===== config.mk =====
export PLATFORM = sky130hd
export DESIGN_NAME = codificador_16_canales
export DESIGN_NICKNAME = d
export VERILOG_FILES = /design/src/rtl/codificador_16_canales.sv
export SDC_FILE = /design/constraint.sdc
export NUM_CORES = 1
export LEC_CHECK = 0
export CAP_MARGIN = 5
export CORE_MARGIN = 8
export CORE_UTILIZATION = 30
export DETAILED_ROUTE_END_ITERATION = 6
export PLACE_DENSITY = 0.55
export SLEW_MARGIN = 20
export SYNTH_ARGS = -nofsm -noshare
export SYNTH_HDL_FRONTEND = slang
export SYNTH_SLANG_ARGS = --single-unit
export TNS_END_PERCENT = 5

===== constraint.sdc =====
create_clock -name clk -period 5.05 [get_ports clk]
set_input_delay 0.7575 -clock clk [delete_from_list [all_inputs] [get_ports clk]]
set_output_delay 0.7575 -clock clk [all_outputs]
set_load 0.005 [all_outputs]

===== src/rtl/codificador_16_canales.sv =====
// Registered 16-channel round-robin request encoder.
// Buffers request pulses per channel and grants one code per handshake.
module codificador_16_canales #(
    parameter int CANALES = 16,
    parameter int ANCHO   = 4
) (
    input  logic               clk,
    input  logic               rst,
    input  logic [CANALES-1:0] req,
    input  logic               ready,
    output logic [ANCHO-1:0]   S,
    output logic [CANALES-1:0] Y,
    output logic               valid,
    output logic [CANALES-1:0] pend,
    output logic               overflow
);

    localparam logic [CANALES-1:0] UNO = CANALES'(1);

    logic [ANCHO-1:0]   ptr;
    logic [CANALES-1:0] clr;
    logic [CANALES-1:0] cand;
    logic [ANCHO-1:0]   idx;
    logic [ANCHO-1:0]   pos;
    logic               hallado;
    logic               carga;

    // Accepted channel is removed from both the pending set and the search
    always_comb begin
        clr = '0;
        if (valid && ready) begin
            clr = UNO << S;
        end
        cand  = pend & ~clr;
        carga = !valid || ready;
    end

    // Round-robin search: first candidate at or after ptr, wrapping at 15
    always_comb begin
        hallado = 1'b0;
        idx     = ptr;
        pos     = ptr;
        for (int k = 0; k < CANALES; k++) begin
            pos = ptr + ANCHO'(k);
            if (!hallado && cand[pos]) begin
                hallado = 1'b1;
                idx     = pos;
            end
        end
    end

    // Pending set, sticky overflow and the registered output grant
    always_ff @(posedge clk) begin
        if (rst) begin
            pend     <= '0;
            overflow <= 1'b0;
            S        <= '0;
            Y        <= '0;
            valid    <= 1'b0;
            ptr      <= '0;
        end else begin
            pend <= cand | req;
            if (|(req & cand)) begin
                overflow <= 1'b1;
            end
            if (carga) begin
                if (hallado) begin
                    S     <= idx;
                    Y     <= UNO << idx;
                    valid <= 1'b1;
                    ptr   <= idx + ANCHO'(1);
                end else begin
                    Y     <= '0;
                    valid <= 1'b0;
                end
            end
        end
    end

endmodule

==> flow_metrics.env <==
# flow metrics
export IMPL_nNonClkBuffers=143
export IMPL_rows=47
export IMPL_maxCapViolations=0
export IMPL_warnings=34
export IMPL_synth_warnings=0
export IMPL_rsz0062_at_grt="false"
export IMPL_chipArea_um2=21400
export IMPL_wl_per_cell_um=20.9
export IMPL_mi_logic_area_um2=3930
export IMPL_async_flop_share_pct=0
export IMPL_diodes=0
export IMPL_crit_type="in -> reg"
export IMPL_crit_family="simple AND/OR/NAND/NOR gates"
export IMPL_startpoint="ready"
export IMPL_use_met3_pct=1.89
export IMPL_path_max_fanout=7
export IMPL_flops=42
export IMPL_seqPwrFrac_pct=8.4
export IMPL_cp_num_cells=16
export IMPL_root_buffer="clkbuf_16"
export IMPL_crit_path_max_incr_delay_ps=580
export IMPL_min_period_ps=4830
export IMPL_sh_seq_area_pct=12.9
export IMPL_mux_area_share_pct=22.6
export IMPL_timing_rr_start="ptr[0]"
export IMPL_drive_gt1_share_pct=23.8
export IMPL_post_route_period_util_pct=95.7
export IMPL_synth_cell_types=81
export IMPL_common_cells="nand2_1, a21oi_1, dfxtp_1"
export IMPL_grt_pass1_wl_um=30800
export IMPL_clk_pin_slew_ps=60
export IMPL_p_per_area_nw_per_um2=827
export IMPL_status="completed"
export IMPL_crit_chain="clkdlybuf4s50_1, and4b_1, a31oi_1, buf_4, mux2_2, mux4_2, nor4_4, and3_1, o2111a_1, a21oi_1, o21ai_1, inv_1, ha_1, ha_1, a21oi_1, nor2_1"
export IMPL_clkPwrFrac_pct=6.3
export IMPL_place_congestion=0.986
export IMPL_ir_drop_v=0.000554
export IMPL_synth_avg_cell_area_um2=8.35
export IMPL_slew_violations=0
export IMPL_vias_per_cell=5.96
export IMPL_ctsHoldBuffers=0
export IMPL_critPathSlowestCell="clkdlybuf4s50_1"
export IMPL_power_switching_share_pct=51.6
export IMPL_ys_cells=609
## through the flow
stage | utilization (%) | TNS [ps] | std cells | instance area (um^2)
after floorplan | - | 0 | 609 | 5100
after global placement | 38.3 | 0 | 923 | 6350
after detailed placement | 38.3 | -338 | 923 | 6350
after CTS | 39.2 | 0 | 931 | 6500
after global routing | 39.4 | 0 | 931 | 6530
final | 39.4 | 0 | 931 | 6530
## sequential cells by signal (all words and copies together) (netlist names)
| name | flops |
|---|---|
| pend | 16 |
| valid | 1 |
| overflow | 1 |
| S | 4 |
| Y | 16 |
| ptr | 4 |
## power groups by stage
stage                     sequential [mW]  combinational (mW)  clock, mW
final                               0.454                4.60      0.338
after global routing                0.463                4.93      0.354
after CTS                           0.454                4.53      0.343
after detailed placement            0.460                4.49          0
after global placement              0.459                4.47          0
after floorplan                     0.437                2.91          0
The metal 1 layer:
The bar under the picture is 50 um long. Cells faint in the background.
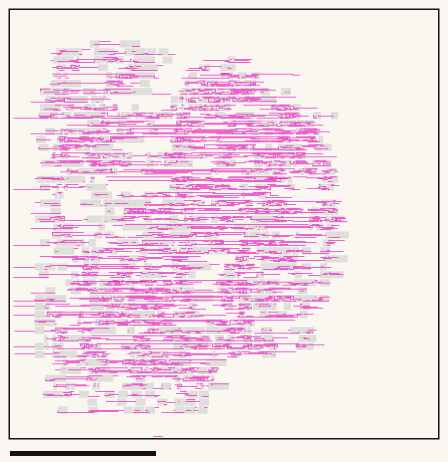
main direction: horizontal
longest straight run: 62.6 um
DR vias: 5,553
met1 usage: 23.3%
total wire length: 19,500 um

Signal wires on met2:
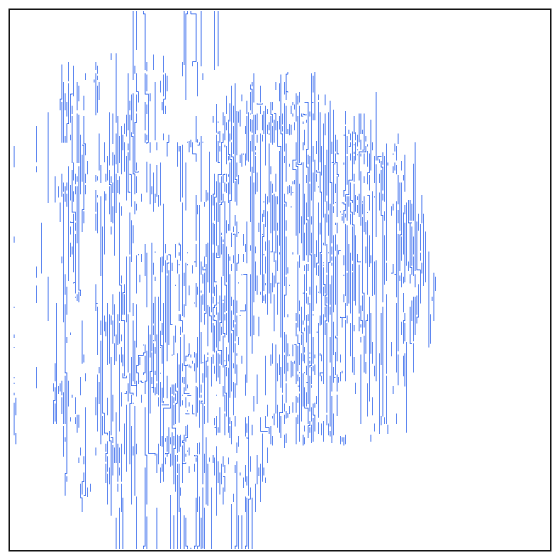
share of all routed wire: 47%
wire length on this layer: 9,150 um
main direction: vertical
nets with wire on the layer: 647
met2 Use GR: 29.1%

Met3 routing:
The bar under the picture is 50 um long.
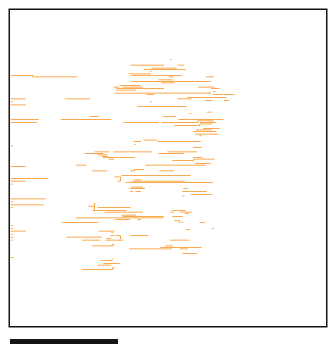
nets with wire on the layer: 105
main direction: horizontal
share of all routed wire: 6.6%
longest straight run: 44.6 um
wire length on this layer: 1,290 um

Signal wires on met4:
The bar under the picture is 50 um long.
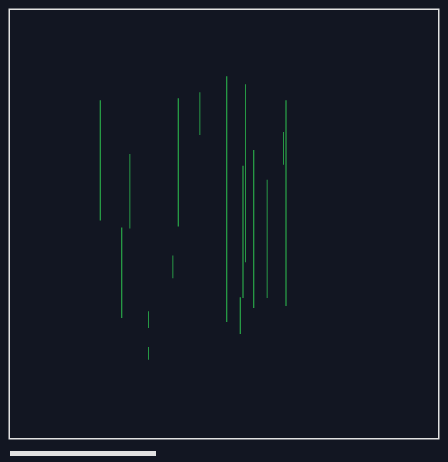
longest straight run: 83.6 um
main direction: vertical
nets with wire on the layer: 14
share of all routed wire: 2.8%
wire length on this layer: 547 um

Power figures rest on the tool's default switching activity, not on a simulated workload.
